<file path="config.mk">
export PLATFORM = sky130hd
export DESIGN_NAME = parallel_to_serial
export DESIGN_NICKNAME = d
export VERILOG_FILES = /design/src/rtl/parallel_to_serial_pkg.sv /design/src/rtl/parallel_to_serial_spi_shifter.sv /design/src/rtl/parallel_to_serial.sv
export SDC_FILE = /design/constraint.sdc
export NUM_CORES = 1
export LEC_CHECK = 0
export ABC_AREA = 1
export CELL_PAD_IN_SITES_DETAIL_PLACEMENT = 1
export CELL_PAD_IN_SITES_GLOBAL_PLACEMENT = 2
export CORE_MARGIN = 3
export CORE_UTILIZATION = 36
export CTS_CLUSTER_SIZE = 25
export DETAILED_ROUTE_END_ITERATION = 8
export MAX_ROUTING_LAYER = met4
export PLACE_DENSITY_LB_ADDON = 0.1
export SETUP_SLACK_MARGIN = 0.05
export SLEW_MARGIN = 20
export SYNTH_ARGS = -nofsm -noshare
export SYNTH_HDL_FRONTEND = slang
export SYNTH_SLANG_ARGS = --single-unit
</file>
<file path="constraint.sdc">
create_clock -name clkin -period 3.05 [get_ports clkin]
set_input_delay 0.4575 -clock clkin [delete_from_list [all_inputs] [get_ports clkin]]
set_output_delay 0.4575 -clock clkin [all_outputs]
set_load 0.02 [all_outputs]
</file>
<file path="src/rtl/parallel_to_serial_pkg.sv">
// Shared constants for the ADC burst reader / SPI serializer.
package parallel_to_serial_pkg;

   // Serial word layout: {channel[1:0], 2'b00, data[11:0]}
   localparam int WORD_W   = 16;
   localparam int DATA_W   = 12;
   localparam int CH_MSB   = 15;
   localparam int CH_LSB   = 14;
   localparam int PAD_MSB  = 13;
   localparam int PAD_LSB  = 12;
   localparam int DATA_MSB = 11;
   localparam int DATA_LSB = 0;

   // Idle clkin cycles between the end of one word and the next channel read
   localparam int GAP_CYCLES = 2;

   // Controller states
   localparam logic [2:0] ST_IDLE  = 3'd0;
   localparam logic [2:0] ST_READ  = 3'd1;
   localparam logic [2:0] ST_SHIFT = 3'd2;
   localparam logic [2:0] ST_GAP   = 3'd3;
   localparam logic [2:0] ST_DONE  = 3'd4;

   function automatic logic [WORD_W-1:0] make_word(input logic [1:0]        ch,
                                                   input logic [DATA_W-1:0] data);
      logic [WORD_W-1:0] w;
      w = '0;
      w[CH_MSB:CH_LSB]     = ch;
      w[PAD_MSB:PAD_LSB]   = 2'b00;
      w[DATA_MSB:DATA_LSB] = data;
      return w;
   endfunction

endpackage

</file>
<file path="src/rtl/parallel_to_serial_spi_shifter.sv">
// 16-bit load/shift register with spi_clk divider (SPI mode 0, MSB first).
module spi_shifter
   import parallel_to_serial_pkg::*;
#(
   parameter int SCLK_DIV = 2
) (
   input  logic              clkin,
   input  logic              rst_bar,
   input  logic              load,
   input  logic [WORD_W-1:0] word,
   output logic              spi_clk,
   output logic              spi_mosi,
   output logic              spi_cs_bar,
   output logic              last
);

   localparam int DIV_W = (SCLK_DIV > 1) ? $clog2(SCLK_DIV) : 1;
   localparam int BIT_W = $clog2(WORD_W);

   logic [WORD_W-1:0] sreg;
   logic [DIV_W-1:0]  div_cnt;
   logic [BIT_W-1:0]  bit_cnt;
   logic              active;
   logic              sclk;
   logic              half_end;

   assign half_end = (div_cnt == DIV_W'(SCLK_DIV - 1));
   // Final falling edge of the word: the frame closes on this clkin edge
   assign last     = active & sclk & half_end & (bit_cnt == BIT_W'(WORD_W - 1));

   // Load a word, then toggle spi_clk every SCLK_DIV cycles; shift on falling edges
   always_ff @(posedge clkin or negedge rst_bar) begin
      if (!rst_bar) begin
         sreg    <= '0;
         div_cnt <= '0;
         bit_cnt <= '0;
         active  <= 1'b0;
         sclk    <= 1'b0;
      end else if (load) begin
         sreg    <= word;
         div_cnt <= '0;
         bit_cnt <= '0;
         active  <= 1'b1;
         sclk    <= 1'b0;
      end else if (active) begin
         if (half_end) begin
            div_cnt <= '0;
            sclk    <= ~sclk;
            if (sclk) begin
               sreg    <= {sreg[WORD_W-2:0], 1'b0};
               bit_cnt <= bit_cnt + 1'b1;
               if (bit_cnt == BIT_W'(WORD_W - 1)) begin
                  active <= 1'b0;
               end
            end
         end else begin
            div_cnt <= div_cnt + 1'b1;
         end
      end
   end

   assign spi_clk    = sclk;
   assign spi_mosi   = active & sreg[WORD_W-1];
   assign spi_cs_bar = ~active;

endmodule

</file>
<file path="src/rtl/parallel_to_serial.sv">
// Reads NCH ADC channels over a parallel bus per burst and re-sends each
// sample as a 16-bit SPI word tagged with its channel number.
module parallel_to_serial
   import parallel_to_serial_pkg::*;
#(
   parameter int NCH      = 4,
   parameter int DW       = 12,
   parameter int RD_LOW   = 2,
   parameter int SCLK_DIV = 2
) (
   input  logic          clkin,
   input  logic          rst_bar,
   input  logic          enable,
   input  logic [DW-1:0] db,
   output logic [NCH-1:0] cs_bar,
   output logic          rd_bar,
   output logic          spi_clk,
   output logic          spi_mosi,
   output logic          spi_cs_bar,
   output logic          busy,
   output logic          done
);

   localparam int CH_W   = (NCH > 1) ? $clog2(NCH) : 1;
   localparam int CNT_MX = (RD_LOW > GAP_CYCLES) ? RD_LOW : GAP_CYCLES;
   localparam int CNT_W  = $clog2(CNT_MX + 1);

   logic [2:0]      state;
   logic [CH_W-1:0] ch;
   logic [CNT_W-1:0] cnt;
   logic            sync1, sync2, sync3;
   logic [1:0]      primed;
   logic            armed;
   logic            start;
   logic            load;
   logic            shift_last;
   logic [WORD_W-1:0] word;

   // Enable synchronizer and rising-edge detect. The flops reset to 0, so an
   // enable already high at reset release would look like an edge; armed only
   // sets once a genuinely sampled low has passed through the chain.
   always_ff @(posedge clkin or negedge rst_bar) begin
      if (!rst_bar) begin
         sync1  <= 1'b0;
         sync2  <= 1'b0;
         sync3  <= 1'b0;
         primed <= '0;
         armed  <= 1'b0;
      end else begin
         sync1  <= enable;
         sync2  <= sync1;
         sync3  <= sync2;
         primed <= {primed[0], 1'b1};
         armed  <= armed | (primed[1] & ~sync2);
      end
   end

   assign start = armed & sync2 & ~sync3;

   // Burst controller: READ -> SHIFT -> GAP per channel, DONE after the last
   always_ff @(posedge clkin or negedge rst_bar) begin
      if (!rst_bar) begin
         state <= ST_IDLE;
         ch    <= '0;
         cnt   <= '0;
      end else begin
         case (state)
            ST_IDLE: begin
               ch  <= '0;
               cnt <= '0;
               if (start) begin
                  state <= ST_READ;
               end
            end
            ST_READ: begin
               if (cnt == CNT_W'(RD_LOW - 1)) begin
                  cnt   <= '0;
                  state <= ST_SHIFT;
               end else begin
                  cnt <= cnt + 1'b1;
               end
            end
            ST_SHIFT: begin
               if (shift_last) begin
                  cnt   <= '0;
                  state <= ST_GAP;
               end
            end
            ST_GAP: begin
               if (cnt == CNT_W'(GAP_CYCLES - 1)) begin
                  cnt <= '0;
                  if (ch == CH_W'(NCH - 1)) begin
                     state <= ST_DONE;
                  end else begin
                     ch    <= ch + 1'b1;
                     state <= ST_READ;
                  end
               end else begin
                  cnt <= cnt + 1'b1;
               end
            end
            ST_DONE: begin
               state <= ST_IDLE;
            end
            default: begin
               state <= ST_IDLE;
            end
         endcase
      end
   end

   // Data is captured on the last rd_bar-low cycle, straight into the shifter
   assign load = (state == ST_READ) && (cnt == CNT_W'(RD_LOW - 1));
   assign word = make_word(2'(ch), 12'(db));

   // One-hot-low chip select for the channel being read
   always_comb begin
      cs_bar = '1;
      if (state == ST_READ) begin
         cs_bar[ch] = 1'b0;
      end
   end

   assign rd_bar = (state != ST_READ);
   assign busy   = (state != ST_IDLE);
   assign done   = (state == ST_DONE);

   spi_shifter #(
      .SCLK_DIV (SCLK_DIV)
   ) u_shifter (
      .clkin      (clkin),
      .rst_bar    (rst_bar),
      .load       (load),
      .word       (word),
      .spi_clk    (spi_clk),
      .spi_mosi   (spi_mosi),
      .spi_cs_bar (spi_cs_bar),
      .last       (shift_last)
   );

endmodule

</file>
Figure 1. Pin placement (run 1).
Scale bar: 20 µm. Pins as bars across the die edge, other pins in gray.
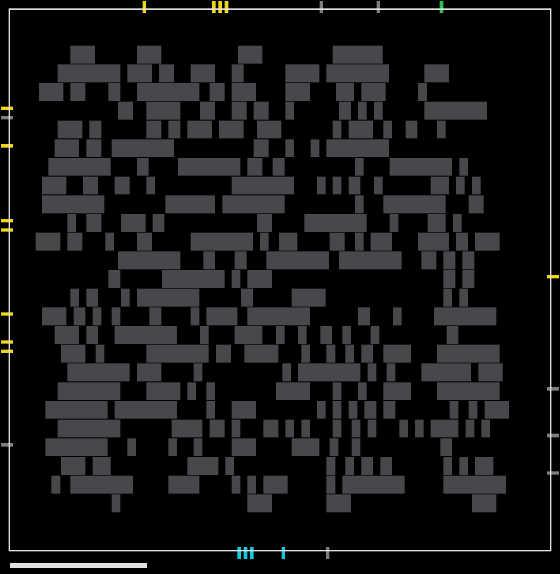
green -> `spi_cs_bar`  # pins 1, direction output, edge top
cyan -> `cs_bar`  # pins 4, direction output, edge bottom
yellow -> `db`  # pins 12, direction input, edge 7 left, 4 top, 1 right

Figure 2. Clock routing (run 1).
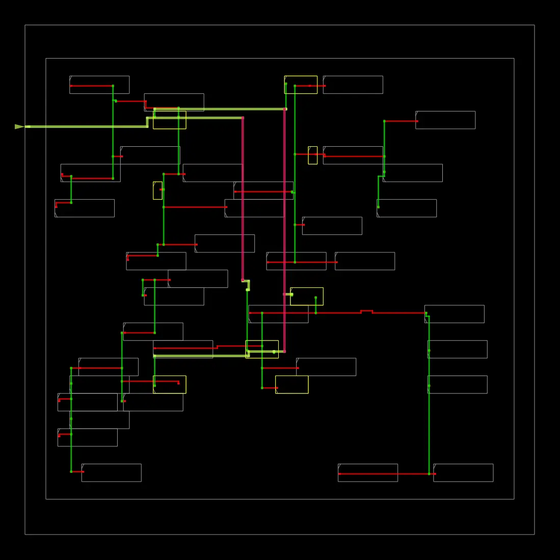
insertion delay to the later sink of the worst-skew pair: 0.29 ns
Clock Sink Count: 36
count of flip-flops and latches: 36

Figure 3. The metal 1 layer (run 1).
Scale bar: 20 µm.
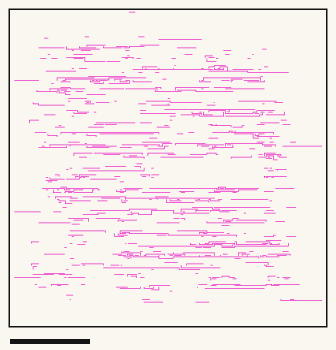
longest straight run = 24.4 µm
nets with wire on the layer = 221
share of all routed wire = 46%

==> run_results.csv, run 1 <==
group,metric,value,unit
power_and_ir_drop,netSwitchingPower,0.951,mW
synthesis,yosys-stat-cells,204,
synthesis,syn-cell-area,0.00190,mm²
power_and_ir_drop,power_combinational,1.03,mW
synthesis,synth-async-reset-ratio,1.00,
place,portBuffers,24,
layout,num_antenna_cells,0,
drt,wl_per_cell,13.4,µm
critical_path,worst_r2r_path_depth,7,
place,gp_congestion,0.778,
layout,num-nonclk-inverters,18,
power_and_ir_drop,internal_power,1.22,mW
critical_path,critical_path.max_stage_delay,0.54,ns
run,cap_viol_max_count,0,
drt,drtIter0Drc,65,
drt,vias_per_cell,4.76,
layout,most_common_library_cell_in_the_layout_ignoring_fill_and_taps,"sky130_fd_sc_hd__nand2_1",
hold_path,hold_path_depth,0,
critical_path,worst_r2r_endpoint,"u_shifter.sreg[11]$_DFFE_PN0P_",
global_route,grt_util_met2,0.251,
layout,postLayoutCoreUtil,0.458,
critical_path,worst_path_max_delay_cell,"sky130_fd_sc_hd__clkdlybuf4s50_1",
power_and_ir_drop,ir_drop,0.320,mV
layout,largest_register_ffs,16,
critical_path,critPathLaunch,"state[2]$_DFFE_PN0P_",
clock_tree,clock_path_buffers,2,
critical_path,cp_top_family,"buffers and inverters",
layout,area.share.sequential,0.401,
critical_path,setup.worst_path.end_class,"output pin",
clock_tree,cts.hold.buffers_added,0,
layout,layout.cells.largest_class,"sequential cells",
synthesis,adder_share,0.0330,
clock_tree,ctsHtreeMaxLevel,2,
synthesis,yosys_register_bits,36,
layout,final_area,0.00225,mm²
power_and_ir_drop,leakagePower,1.12,nW
clock_tree,cts_buffers,5,
critical_path,cp-start-kind,"flip-flop",
floorplanning,tapCellCount,67,
timing,minimum_period_implied_by_the_final_worst_setup_slack,2.16,ns
power_and_ir_drop,seq_power,0.791,mW
synthesis,most_numerous_cell_types_in_the_synthesized_netlist,"sky130_fd_sc_hd__nand2_1 (47), sky130_fd_sc_hd__dfrtp_1 (36), sky130_fd_sc_hd__nand3_1 (19)",
global_route,met1_track_utilization_from_global_routing,0.185,
layout,nClkBuffers,8,
synthesis,post_synth_xor_area_fraction,0.00462,
drt,drcViolationCount,0,
place,dp_cells,291,
global_route,antenna_found_initial,0,
drt,dr_total_vias,1423,
timing,final_critical_path_setup_slack,0.892,ns
critical_path,r2r_slack,1.46,ns
timing,final-setup-viol-count,0,
global_route,gr-usage-met3,0.0344,
critical_path,critPathKind,"reg -> out",
floorplanning,fp.dieH,78.6,µm
drt,route.antenna.remaining_nets,0,
hold_path,min_path_type,"reg -> reg",
drt,detail_route.wirelength.met1,1830,µm
power_and_ir_drop,leading_power_group,"combinational cells",
layout,biggest_registers_after_layout,"u_shifter.sreg: 16 flops, u_shifter.bit_cnt: 4 flops, state: 3 flops",
critical_path,worstPathCellList,"inv_2 -> nand2_1 -> nor2_4 -> nand2_1 -> clkdlybuf4s50_1",
drt,met3_wirelength,127,µm
drt,highest-signal-layer,"met4",
run_status,outcome,"complete, no violations",
synthesis,netlist_logic_family_top,"simple AND/OR/NAND/NOR gates",
critical_path,r2r-start,"state[2]$_DFFE_PN0P_",
power_and_ir_drop,power_frac_seq,0.365,
power_and_ir_drop,power_per_cell_area,965,mW/mm²
power_and_ir_drop,pg_clk,0.347,mW
layout,layout-area-overhead-vs-synth,18.5,%
synthesis,mappedNetlistNets,224,
global_route,grt_use_total,0.154,
place,place.detailed.hpwl,2950,µm
timing,report.final.slew_viol_count,0,
synthesis,edf_count,0,
clock_tree,cts_root_buf,"sky130_fd_sc_hd__clkbuf_8",
power_and_ir_drop,gate_power_share,0.476,
timing,rsz_0062_raised_after_global_routing,"false",
critical_path,worst-path-buf-inv,2,
synthesis,synth.yosys.chip_area,0.00190,mm²
critical_path,timing.critical_path.to,"cs_bar[1]",
global_route,grt_most_used_layer,"met2",
place,post_dp_cell_area,0.00216,mm²
Figure 4. Where the registers sit (run 1).
Scale bar: 20 µm. Other sequential cells in the stronger gray, the rest of the logic in the fainter gray.
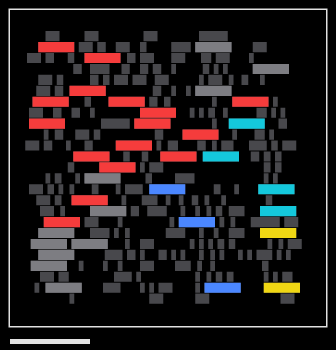

==> inputs of run 2 (changes only) <==
Settings changed: CORE_UTILIZATION 36 to 30.
Clock period 3.05 ns to 1.95 ns, I/O delays scaled along.
Figure 5. Where the registers sit (run 2).
Scale bar: 20 µm. Other sequential cells in the stronger gray, the rest of the logic in the fainter gray.
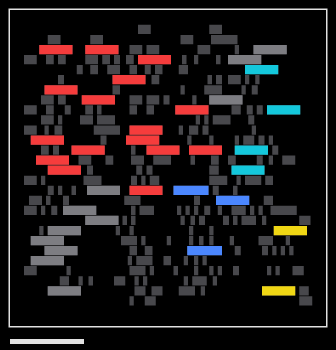
yellow -> `cnt`  # sequential cells 2
cyan -> `u_shifter.bit_cnt`  # sequential cells 4
blue -> `state`  # sequential cells 3
red -> `u_shifter.sreg`  # sequential cells 16
not colored = 11

Figure 6. Pin placement (run 2).
Scale bar: 20 µm. Pins as bars across the die edge, other pins in gray.
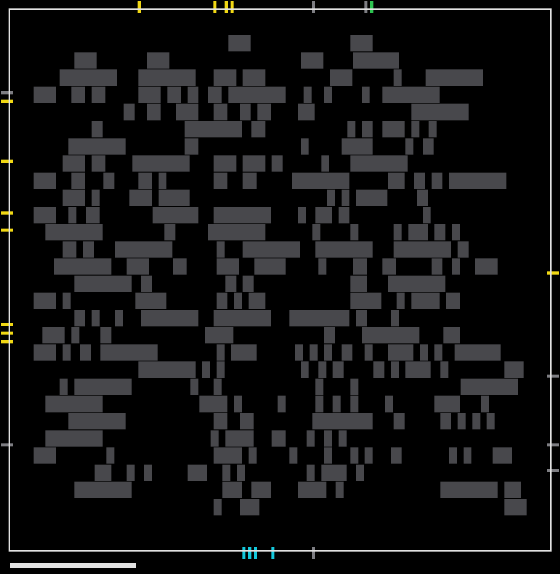
yellow -> `db`  # pins 12, direction input, edge 7 left, 4 top, 1 right
cyan -> `cs_bar`  # pins 4, direction output, edge bottom
green -> `spi_cs_bar`  # pins 1, direction output, edge top
all pins by edge = 9 left, 7 top, 5 bottom, 4 right
# port buffers: 24
Die Span Y: 85.5 µm

Figure 7. Clock routing (run 2).
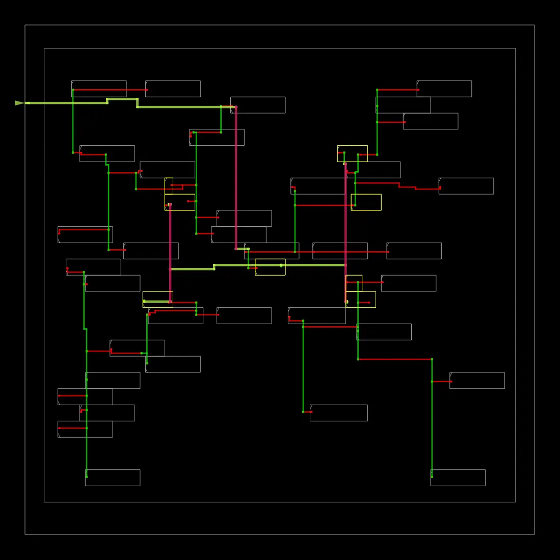
setup clock skew after layout: 0.00740 ns
clock group total power: 0.562 mW
clock buffer count: 7

==> run 2 against run 1 <==
Synthesized area is the same; cell area is 0.83% higher; combinational power is 56% higher; clock-buffer cell count fell by 1; non-clock buffer count up 1; critical endpoint is now cs_bar[2]; via count grew 0.49%; clock power rose by 62%; synthesized cell count is the same; hold slack barely moved; sequential power increased by 57%.
==> run_results.csv, run 2 <==
group,metric,value,unit
drt,drcViolationCount,0,
synthesis,yosys_register_bits,36,
global_route,antenna_found_initial,0,
clock_tree,ctsHtreeMaxLevel,2,
critical_path,worst_path_max_delay_cell,"sky130_fd_sc_hd__dfrtp_2",
place,place.detailed.hpwl,3150,µm
power_and_ir_drop,netSwitchingPower,1.53,mW
layout,num-nonclk-inverters,18,
global_route,met1_track_utilization_from_global_routing,0.169,
hold_path,min_path_type,"in -> async",
clock_tree,clock_insertion_delay_worst_skew,0.29,ns
timing,final_critical_path_setup_slack,0.161,ns
layout,postLayoutCoreUtil,0.376,
drt,dr_total_vias,1430,
power_and_ir_drop,gate_power_share,0.472,
power_and_ir_drop,power_combinational,1.61,mW
power_and_ir_drop,leakagePower,1.12,nW
drt,wl_per_cell,14.0,µm
layout,num_antenna_cells,0,
global_route,grt_util_met2,0.225,
synthesis,edf_count,0,
layout,layout-area-overhead-vs-synth,19.5,%
layout,most_common_library_cell_in_the_layout_ignoring_fill_and_taps,"sky130_fd_sc_hd__nand2_1",
layout,final_area,0.00227,mm²
clock_tree,clock_sink_count,36,
clock_tree,cts_root_buf,"sky130_fd_sc_hd__clkbuf_8",
global_route,grt_use_total,0.138,
power_and_ir_drop,internal_power,1.89,mW
drt,vias_per_cell,4.64,
run_status,outcome,"complete, no violations",
critical_path,critical_path.max_stage_delay,0.46,ns
critical_path,worst-path-buf-inv,2,
synthesis,most_numerous_cell_types_in_the_synthesized_netlist,"sky130_fd_sc_hd__nand2_1 (47), sky130_fd_sc_hd__dfrtp_1 (36), sky130_fd_sc_hd__nand3_1 (19)",
layout,ff_count,36,
critical_path,cp-start-kind,"flip-flop",
clock_tree,clock_path_buffers,2,
place,gp_congestion,0.796,
critical_path,critPathKind,"reg -> out",
critical_path,worst_r2r_path_depth,7,
critical_path,setup.worst_path.end_class,"output pin",
Power figures rest on the tool's default switching activity, not on a simulated workload.
